**Clock routing**

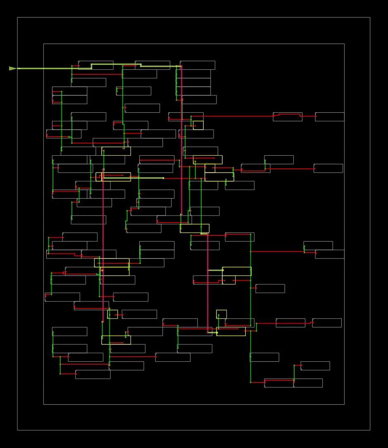
**Cell classes on the final placement**

Scale: 2 px per micron.
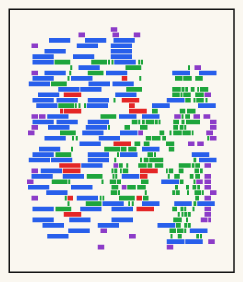
**Clock wires, drivers and flops**

Scale: 4 px per micron.
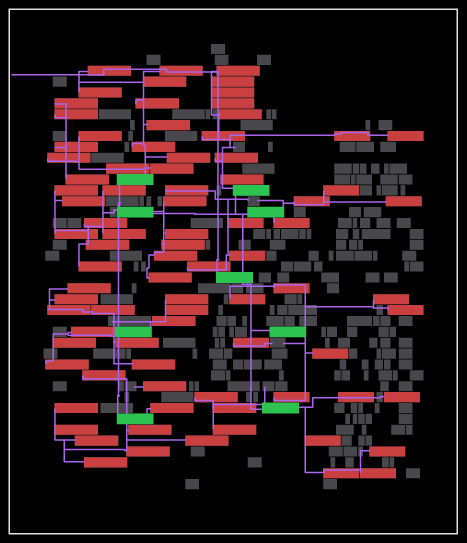
## config.mk

```make
export PLATFORM = sky130hd
export DESIGN_NAME = proc_out_buffer
export DESIGN_NICKNAME = d
export VERILOG_FILES = /design/src/rtl/proc_buf_pkg.sv /design/src/rtl/proc_buf_mem.sv /design/src/rtl/proc_out_buffer.sv
export SDC_FILE = /design/constraint.sdc
export NUM_CORES = 1
export LEC_CHECK = 0
export CORE_ASPECT_RATIO = 1.2
export CORE_MARGIN = 8
export CORE_UTILIZATION = 35
export CTS_CLUSTER_DIAMETER = 120
export DETAILED_ROUTE_END_ITERATION = 6
export GPL_TIMING_DRIVEN = 1
export MAX_ROUTING_LAYER = met4
export PLACE_DENSITY = 0.52
export SLEW_MARGIN = 20
export SYNTH_ARGS = -nofsm -noshare
export SYNTH_HDL_FRONTEND = slang
export SYNTH_SLANG_ARGS = --single-unit
```

## constraint.sdc

```tcl
create_clock -name clk -period 13.7 [get_ports clk]
set_input_delay 1.37 -clock clk [delete_from_list [all_inputs] [get_ports clk]]
set_output_delay 1.37 -clock clk [all_outputs]
set_load 0.01 [all_outputs]
```

## src/rtl/proc_buf_pkg.sv

```systemverilog
// proc_buf_pkg: shared defaults and statistics widths for the processor output buffer
package proc_buf_pkg;
    localparam int DATA_W_DEF = 8;
    localparam int DEPTH_DEF = 8;
    localparam int DROP_CNT_W = 8;
    localparam logic [DROP_CNT_W-1:0] DROP_CNT_MAX = 8'hFF;
endpackage

```

## src/rtl/proc_buf_mem.sv

```systemverilog
// proc_buf_mem: unreset register array, synchronous write and asynchronous read
module proc_buf_mem
    import proc_buf_pkg::*;
#(
    parameter int DATA_W = DATA_W_DEF,
    parameter int DEPTH = DEPTH_DEF,
    localparam int AW = $clog2(DEPTH)
) (
    input  logic              clk,
    input  logic              we,
    input  logic [AW-1:0]     waddr,
    input  logic [DATA_W-1:0] wdata,
    input  logic [AW-1:0]     raddr,
    output logic [DATA_W-1:0] rdata
);
    logic [DATA_W-1:0] mem [DEPTH];
    always_ff @(posedge clk) begin
        if (we) mem[waddr] <= wdata;
    end
    assign rdata = mem[raddr];
endmodule

```

## src/rtl/proc_out_buffer.sv

```systemverilog
// proc_out_buffer: FWFT elastic buffer after the processor with drop and occupancy statistics
module proc_out_buffer
    import proc_buf_pkg::*;
#(
    parameter int DATA_W = DATA_W_DEF,
    parameter int DEPTH = DEPTH_DEF,
    localparam int AW = $clog2(DEPTH)
) (
    input  logic                  clk,
    input  logic                  rst_n,
    input  logic                  in_valid,
    input  logic [DATA_W-1:0]     in_data,
    output logic                  out_valid,
    input  logic                  out_ready,
    output logic [DATA_W-1:0]     out_data,
    output logic [AW:0]           count,
    output logic                  full,
    output logic                  empty,
    output logic                  overflow,
    output logic [DROP_CNT_W-1:0] drop_cnt,
    output logic [AW:0]           peak,
    input  logic                  clr_stats
);
    logic [AW:0] wr_ptr, rd_ptr, count_next, peak_next;
    logic [DROP_CNT_W-1:0] drop_cnt_next;
    logic push, pop, drop, overflow_next;

    // pointers carry one extra wrap bit so full and empty stay distinguishable
    assign count = wr_ptr - rd_ptr;
    assign full = count == (AW+1)'(DEPTH);
    assign empty = count == '0;
    assign out_valid = !empty;
    assign pop = out_valid && out_ready;
    assign push = in_valid && (!full || pop);
    assign drop = in_valid && full && !pop;
    assign count_next = count + (AW+1)'(push) - (AW+1)'(pop);

    // a clear coinciding with a drop restarts the statistics at that drop
    always_comb begin
        peak_next = (clr_stats || count_next > peak) ? count_next : peak;
        overflow_next = clr_stats ? drop : (overflow || drop);
        drop_cnt_next = clr_stats ? DROP_CNT_W'(drop) :
                        (drop && drop_cnt != DROP_CNT_MAX) ? drop_cnt + 1'b1 : drop_cnt;
    end

    always_ff @(posedge clk or negedge rst_n) begin
        if (!rst_n) begin
            wr_ptr <= '0;
            rd_ptr <= '0;
            overflow <= 1'b0;
            drop_cnt <= '0;
            peak <= '0;
        end else begin
            if (push) wr_ptr <= wr_ptr + 1'b1;
            if (pop) rd_ptr <= rd_ptr + 1'b1;
            overflow <= overflow_next;
            drop_cnt <= drop_cnt_next;
            peak <= peak_next;
        end
    end

    proc_buf_mem #(.DATA_W(DATA_W), .DEPTH(DEPTH)) u_mem (
        .clk   (clk),
        .we    (push),
        .waddr (wr_ptr[AW-1:0]),
        .wdata (in_data),
        .raddr (rd_ptr[AW-1:0]),
        .rdata (out_data)
    );
endmodule
```

==> results_dict.tcl <==
# yosys + openroad results
set metrics [dict create \
    status "finished, final reports clean" \
    min_path_type "reg2reg" \
    reg2reg_slack_ps 8520 \
    skew_ps 7.164 \
    io_buffers 40 \
    dp_slack_ps 8483 \
    top_cells_by_count "64 x edfxtp_1, 38 x nand2_1, 21 x dfrtp_1, 16 x mux4_2" \
    drtAntennaViolNets 0 \
    antenna_found_initial 0 \
    grt-ovfl-total 0 \
    synth_nets 289 \
    cp.arrival_ps 5390 \
    wl_microns 7898 \
    die_area_sq_mm 0.01460 \
    worst_pin_slew_ps 933.7 \
    dr.pass1.iters 4 \
    ys_area_sq_mm 0.003842 \
    synth.ff_latch_count 85 \
    yosysWarnings 0 \
    hold_viol_final 0 \
    initial_core_util_pct 35.32 \
    min_period_ps 5180 \
    final_cells 442 \
    syn-cell-area_sq_mm 0.003842 \
    die_w_microns 111.7 \
]
Notes on 'clock routing' above:
Late-Pin Clk Latency: 330 ps
Flop Count: 85

Notes on 'cell classes on the final placement' above:
legend:
  red:
    class: clock drivers and dummy loads
    cells: 16
    share_of_their_area: 6.7%
  purple:
    class: remaining buffers and delay cells
    cells: 43
    share_of_their_area: 9.2%
  blue:
    class: sequential cells
    cells: 85
    share_of_their_area: 54%
  green:
    class: combinational and other logic
    cells: 166
    share_of_their_area: 30%

Notes on 'clock wires, drivers and flops' above:
legend:
  green:
    item: clock drivers
    count: 9
  red:
    item: flip-flops
    count: 85
  purple:
    item: clock wires
    length: 1,060 microns
routed clock nets: 10
flops lie: spread over the die
clock share of power: 18.4%
Clk. pwr: 0.000247 W

==> area by class of cell <==
class	instances	area (sq um)	area share, %
timing repair buffer	43	417.9	8.874
sequential	85	2447	51.97
clock inverter	7	81.33	1.727
clock buffer	9	225.2	4.782
multi-input combinational	150	1313	27.87
tap	132	165.2	3.507
inverter	16	60.06	1.275
==> placed cells by master, fill, tap and decap left out, types with 6 or more instances in the layout <==
master,instances
clkdlybuf4s50_1,39
mux4_2,16
a21oi_1,6
clkbuf_16,9
xnor2_1,7
nor2_1,6
mux2_2,6
edfxtp_1,64
nor3_1,6
dfrtp_1,21
ha_1,15
nand2_1,38
inv_1,15
==> cells by family (layout without fill, tap and decap cells) <==
kind of cell | after synthesis | in the layout | synth area share [%]
flops | 85 | 85 | 63.69
simple gates | 77 | 77 | 9.737
buf+inv | 24 | 75 | 2.702
mux | 23 | 23 | 11.40
compound gates | 21 | 21 | 3.810
fa+ha+maj | 17 | 17 | 5.926
xor+xnor | 12 | 12 | 2.735
==> per-layer routing <==
| layer | vias to the layer above | share of wire (%) | track usage, % |
|---|---|---|---|
| li1 | 1058 | - | - |
| met1 | 1101 | 46 | 13.42 |
| met2 | 46 | 49 | 20.34 |
| met3 | 11 | 3.4 | 2.621 |
| met4 | 0 | 2.0 | 5.963 |
| met5 | - | 0 | - |
==> metrics by stage <==
stage	util [%]	instance area (sq um)
3_3_place_gp	40.52	4408
5_1_grt	43.29	4710
6_report	43.29	4710
4_1_cts	43.34	4715
3_5_place_dp	40.52	4408
2_1_floorplan	-	3842
==> state kept, by name, indices dropped and copies added (netlist names) <==
register / cells
drop_cnt: 8
rd_ptr: 4
wr_ptr: 4
overflow: 1
peak: 4
u_mem.mem: 64
==> power by group <==
part,switching [W],internal (W)
Sequential,0.0000456,0.000336
Combinational,0.000348,0.000368
Clock,0.000103,0.000144
==> worst max-delay path, stage by stage, from the launching register on <==
cell and delay, ps:
dfrtp_1 660, clkinv_1 500, ha_1 470, a21o_1 200
xor2_1 170, ha_1 200, nand3b_1 150, nand2_1 170
or2_2 350, ha_1 280, a21o_1 150, a21oi_1 160
xor2_1 210, ha_1 290, a21oi_1 170, a41oi_1 60
nor3_1 500, mux2_2 390
==> how the worst max path moves through the flow <==
stage / startpoint / to / slack (ps) / depth (start not counted)
2_1_floorplan: rd_ptr[1] / peak[0] / 8940 / 19
3_3_place_gp: rd_ptr[2] / peak[3] / 8530 / 16
3_5_place_dp: rd_ptr[2] / peak[3] / 8480 / 17
4_1_cts: rd_ptr[2] / peak[0] / 8430 / 17
5_1_grt: rd_ptr[1] / peak[2] / 8100 / 18
6_report: rd_ptr[2] / peak[1] / 8520 / 17
Power figures rest on the tool's default switching activity, not on a simulated workload.
